$ cat src/rtl/regfile_clr_gen2.sv
// Integer register file for the single-cycle RISC-V datapath.
// It has two combinational read ports, one synchronous write port and one
// debug read port. A clear sequencer zeroes the array one entry per cycle
// after reset or on request. Because the array needs no reset network, it
// stays RAM-inferable. An optional bypass forwards a same-cycle write to a
// matching read port.
//
// state | meaning
// ------+---------------------------------------------------------------
// CLEAR | zeroing array[clrPtr] each cycle; writes ignored, reads forced 0
// RUN   | array valid, writes accepted, ready=1
module regfile_clr_gen2 #(
   parameter int XLEN   = 32,
   parameter int NREGS  = 32,
   parameter int BYPASS = 1,
   localparam int AW    = $clog2(NREGS)
) (
   input  logic            clk,
   input  logic            rst_n,
   input  logic            RegWrite,
   input  logic [AW-1:0]   writeReg,
   input  logic [XLEN-1:0] writeData,
   input  logic [AW-1:0]   readReg1,
   input  logic [AW-1:0]   readReg2,
   output logic [XLEN-1:0] readData1,
   output logic [XLEN-1:0] readData2,
   input  logic [AW-1:0]   dbg_addr,
   output logic [XLEN-1:0] dbg_data,
   input  logic            clr_req,
   output logic            ready,
   output logic [AW-1:0]   clr_ptr_o
);

   localparam logic [AW-1:0] LAST_IDX = AW'(NREGS - 1);

   typedef enum logic {
      CLEAR = 1'b0,
      RUN   = 1'b1
   } state_t;

   state_t          state;
   state_t          stateNext;
   logic [AW-1:0]   clrPtr;
   logic [AW-1:0]   clrPtrNext;

   // The clear sequencer and the write port share one array write port.
   logic            memWe;
   logic [AW-1:0]   memAddr;
   logic [XLEN-1:0] memData;

   logic [XLEN-1:0] regs [NREGS];

   // State register and clear pointer; reset restarts the full clear sequence.
   always_ff @(posedge clk or negedge rst_n) begin
      if (!rst_n) begin
         state  <= CLEAR;
         clrPtr <= '0;
      end else begin
         state  <= stateNext;
         clrPtr <= clrPtrNext;
      end
   end

   // Next-state logic and write-port steering. A clear request wins over a write.
   always_comb begin
      stateNext  = state;
      clrPtrNext = clrPtr;
      memWe      = 1'b0;
      memAddr    = writeReg;
      memData    = writeData;
      case (state)
         CLEAR: begin
            memWe   = 1'b1;
            memAddr = clrPtr;
            memData = '0;
            if (clrPtr == LAST_IDX) begin
               stateNext  = RUN;
               clrPtrNext = '0;
            end else begin
               clrPtrNext = clrPtr + 1'b1;
            end
         end
         RUN: begin
            if (clr_req) begin
               stateNext  = CLEAR;
               clrPtrNext = '0;
            end else if (RegWrite && (writeReg != '0)) begin
               memWe = 1'b1;
            end
         end
         default: begin
            stateNext  = CLEAR;
            clrPtrNext = '0;
         end
      endcase
   end

   // Array storage: there is no reset here, so the clear sequencer zeroes it.
   always_ff @(posedge clk) begin
      if (memWe) begin
         regs[memAddr] <= memData;
      end
   end

   // Read port 1: x0 reads zero, then the optional bypass, then the array.
   always_comb begin
      readData1 = '0;
      if ((state == RUN) && (readReg1 != '0)) begin
         if ((BYPASS != 0) && RegWrite && !clr_req && (writeReg == readReg1)) begin
            readData1 = writeData;
         end else begin
            readData1 = regs[readReg1];
         end
      end
   end

   // Read port 2: same rules as port 1.
   always_comb begin
      readData2 = '0;
      if ((state == RUN) && (readReg2 != '0)) begin
         if ((BYPASS != 0) && RegWrite && !clr_req && (writeReg == readReg2)) begin
            readData2 = writeData;
         end else begin
            readData2 = regs[readReg2];
         end
      end
   end

   // Debug port: always shows the committed array contents and is never bypassed.
   always_comb begin
      dbg_data = '0;
      if ((state == RUN) && (dbg_addr != '0)) begin
         dbg_data = regs[dbg_addr];
      end
   end

   assign ready     = (state == RUN);
   assign clr_ptr_o = clrPtr;

endmodule

$ cat config.mk
export PLATFORM = sky130hd
export DESIGN_NAME = regfile_clr_gen2
export DESIGN_NICKNAME = d
export VERILOG_FILES = /design/src/rtl/regfile_clr_gen2.sv
export SDC_FILE = /design/constraint.sdc
export NUM_CORES = 2
export LEC_CHECK = 0
export CELL_PAD_IN_SITES_DETAIL_PLACEMENT = 2
export CELL_PAD_IN_SITES_GLOBAL_PLACEMENT = 2
export CORE_MARGIN = 2
export CORE_UTILIZATION = 40
export CTS_CLUSTER_DIAMETER = 100
export DETAILED_ROUTE_END_ITERATION = 10
export PLACE_DENSITY = 0.77
export SETUP_SLACK_MARGIN = 0.05
export SLEW_MARGIN = 20
export SYNTH_ARGS = -nofsm -noshare
export SYNTH_HDL_FRONTEND = slang
export SYNTH_SLANG_ARGS = --single-unit
$ cat constraint.sdc
create_clock -name clk -period 7.3 [get_ports clk]
set_input_delay 1.095 -clock clk [delete_from_list [all_inputs] [get_ports clk]]
set_output_delay 1.095 -clock clk [all_outputs]
set_load 0.05 [all_outputs]
### Where the registers sit

Other sequential cells in the stronger gray, the rest of the logic in the fainter gray.
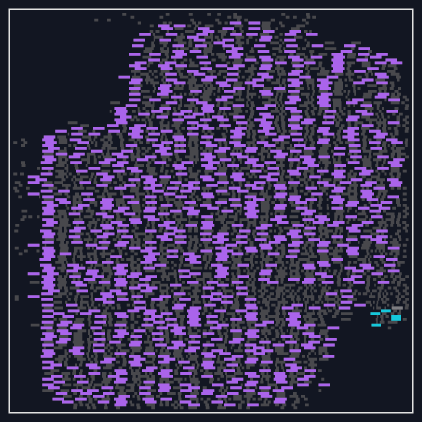
Key: `regs` = purple [flops 1024, where spread over the die]; `clr_ptr_o` = cyan [flops 5, where bottom right]
Sequential Power: 7.83 mW
register area: 0.0309 mm²
Seq area share: 0.473
fin util: 0.456

### Clock wiring as the flow saved it

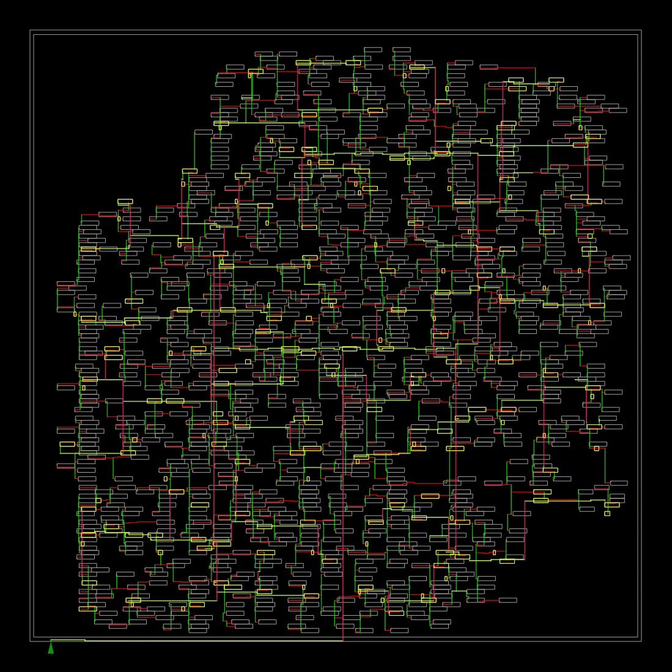
insertion delay at the late pin of the worst-skew pair: 0.78 ns
CTS sink count: 1030
clock skew: 0.0605 ns
flop count: 1030
clock buf count: 125

### Layout detail

Window x 71 to 121, y 263 to 313 µm. Cells in gray, sequential cells in the stronger gray; small squares are vias.
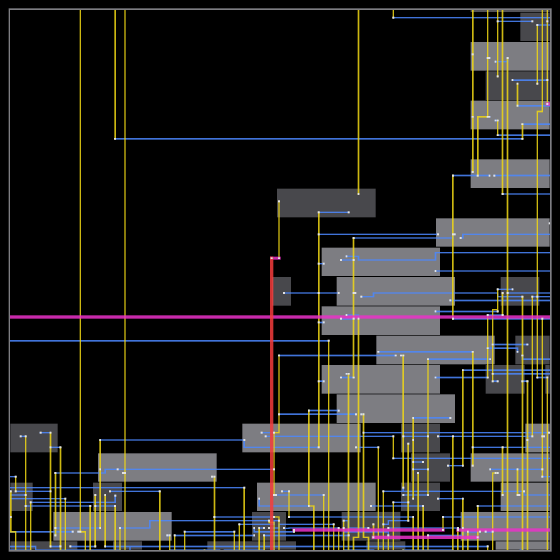
Key: met2 = yellow; met4 = red; met3 = magenta; met1 = blue
Netlist names of flops here include `regs` (16). 29 logic cells have their middle in the window. Most frequent: edfxtp_1 (16), mux2i_1 (6), mux4_2 (2). Sequential cells in the window: 16.

### Floorplan with the power grid

Pins as bars on the die edge.
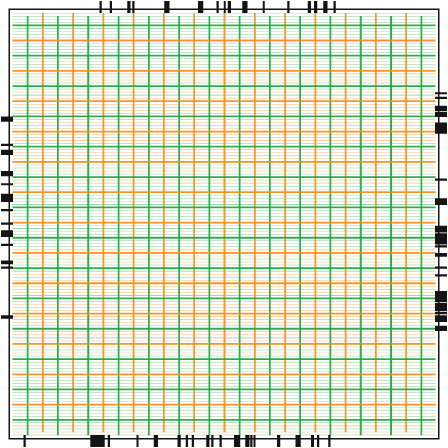
Key: VDD = orange; VSS = green
27 straps on met4. The core has 139 rows. 158 signal pins sit on the boundary. 27 straps on met5. 140 met1 rails follow the rows.
die span in x: 384 µm
worst vdd ir: 0.208 mV
die height: 384 µm
CORE AREA: 0.143 mm²

==> results.json <==
{
  "crit_cells": 8,
  "fin_crit_sh": 0.872,
  "antenna_found_initial": 5,
  "power.density_mw_per_mm2": 279,
  "routedWlPerCell_um": 43.3,
  "clk_path_buf_depth": 3,
  "path_buffers": 3,
  "cp_slowest_stage_delay_ns": 0.99,
  "status": "complete, no violations",
  "worst_path_most_repeated_cell": "clkdlybuf4s50_1",
  "crit_slowest_cell": "and2_2",
  "r2r-start": "ready$_DFF_PN0_",
  "rows": 139,
  "area_delta_synth_final_pct": 13.4,
  "synth_flops": 1030,
  "synthCells": 3542,
  "maxSlewViolCount": 0,
  "end_kind": "output pin",
  "syn_area_per_cell_um2": 16.3,
  "reg2reg_to": "regs[0][14]$_DFFE_PP_",
  "cts_hold_buf": 0,
  "numCtsBuffers": 114,
  "top_cell_area_share": 0.533,
  "synth_warnings": 0,
  "fin_nets": 3656,
  "fin_cells": 5598,
  "grt_start_max_net_pins": 110,
  "root_buffer": "clkbuf_16",
  "fin_setup_tns_ns": 0,
  "yosys_cells": 3542,
  "viasPerCell": 7.49,
  "crit_end": "readData2[12]",
  "drive_gt1_frac": 0.252,
  "holdCritPathClass": "register to register",
  "crit_chain": "clkdlybuf4s50_1, xnor2_1, nand4_1, nor3_1, and2_2, buf_4, a211o_1, clkdlybuf4s50_1",
  "most_common_cell": "edfxtp_1",
  "drt-total-wl_um": 242000,
  "gp_congestion": 0.833
}
power by group:
group,switching (mW),internal (mW)
logic,2.89,1.35
clock network,2.64,3.54
registers,0.460,7.37
total,5.99,12.3
cell families (layout without fill, tap and decap cells):
| logic type | Yosys count | after routing | synth area share |
|---|---|---|---|
| buffers and inverters | 355 | 506 | 0.0348 |
| adders and majority gates | 2 | 2 | 0.000434 |
| other | 0 | 2 | 0 |
| DFF | 1030 | 1030 | 0.536 |
| xor gates and xnor gates | 12 | 12 | 0.00182 |
| muxes | 1096 | 1096 | 0.296 |
| and+or+nand+nor | 177 | 177 | 0.0169 |
| AOI/OAI and AO/OA | 870 | 870 | 0.114 |
stage by stage:
| stage | worst slack (ns) | hold WS [ns] | area (µm²) |
|---|---|---|---|
| after floorplan | 2.84 | 0.775 | 57700 |
| after global placement | 1.22 | 0.559 | 61100 |
| after detailed placement | 1.13 | 0.576 | 61400 |
| after CTS | 1.08 | 0.558 | 65300 |
| after global routing | 0.926 | 0.598 | 65400 |
| final | 0.932 | 0.574 | 65400 |
how the worst min path moves through the flow:
stage | from | endpoint | cells past startpoint
2_1_floorplan | clr_ptr_o[4]$_DFFE_PN0P_ | clr_ptr_o[4]$_DFFE_PN0P_ | 2
3_3_place_gp | clr_ptr_o[4]$_DFFE_PN0P_ | clr_ptr_o[4]$_DFFE_PN0P_ | 2
3_5_place_dp | clr_ptr_o[4]$_DFFE_PN0P_ | clr_ptr_o[4]$_DFFE_PN0P_ | 2
4_1_cts | rst_n | ready$_DFF_PN0_ | 1
5_1_grt | rst_n | ready$_DFF_PN0_ | 1
6_report | clr_ptr_o[4]$_DFFE_PN0P_ | clr_ptr_o[4]$_DFFE_PN0P_ | 2
layout by cell type, fill, tap and decap left out, types with 7 or more instances in the layout:
master	n
mux2i_1	574
a22oi_1	93
nor2_4	35
o31ai_1	32
a221oi_2	7
buf_4	100
a221oi_1	118
a211oi_1	47
and2_2	19
mux4_2	484
clkinv_2	25
buf_8	7
or3_1	35
nor2_1	8
bufinv_16	19
a21oi_1	158
clkbuf_16	114
o22ai_1	67
nor2b_1	31
a31oi_1	31
mux2_2	38
buf_12	25
xnor2_1	9
o21bai_1	62
a211o_1	62
edfxtp_1	1024
o221ai_1	159
clkinv_1	26
a211oi_2	16
nand2_1	8
and2_1	15
clkdlybuf4s50_1	145
clkbuf_1	11
routing by layer:
layer	GRT usage	up-vias	routed length, µm
li1	-	15566	-
met1	0.435	22545	92300
met2	0.497	3130	111000
met3	0.0707	680	26200
met4	0.155	4	12200
met5	0	-	27
state kept, by name, summed over array words and instances (netlist names):
| name | cells |
|---|---|
| clr_ptr_o | 5 |
| regs | 1024 |
| ready | 1 |
cell type report:
class | count | area, µm² | share of cell area
Antenna cell | 2 | 5.00 | 0.0000765
Clock buffer | 125 | 2890 | 0.0442
Clock inverter | 86 | 1030 | 0.0157
Inverter | 9 | 36.3 | 0.000555
Multi-Input combinational cell | 2157 | 25200 | 0.385
Sequential cell | 1030 | 30900 | 0.473
Tap cell | 1903 | 2380 | 0.0364
Timing Repair Buffer | 286 | 3010 | 0.0460
No activity file was given, so power comes from the tool's default toggle rates.
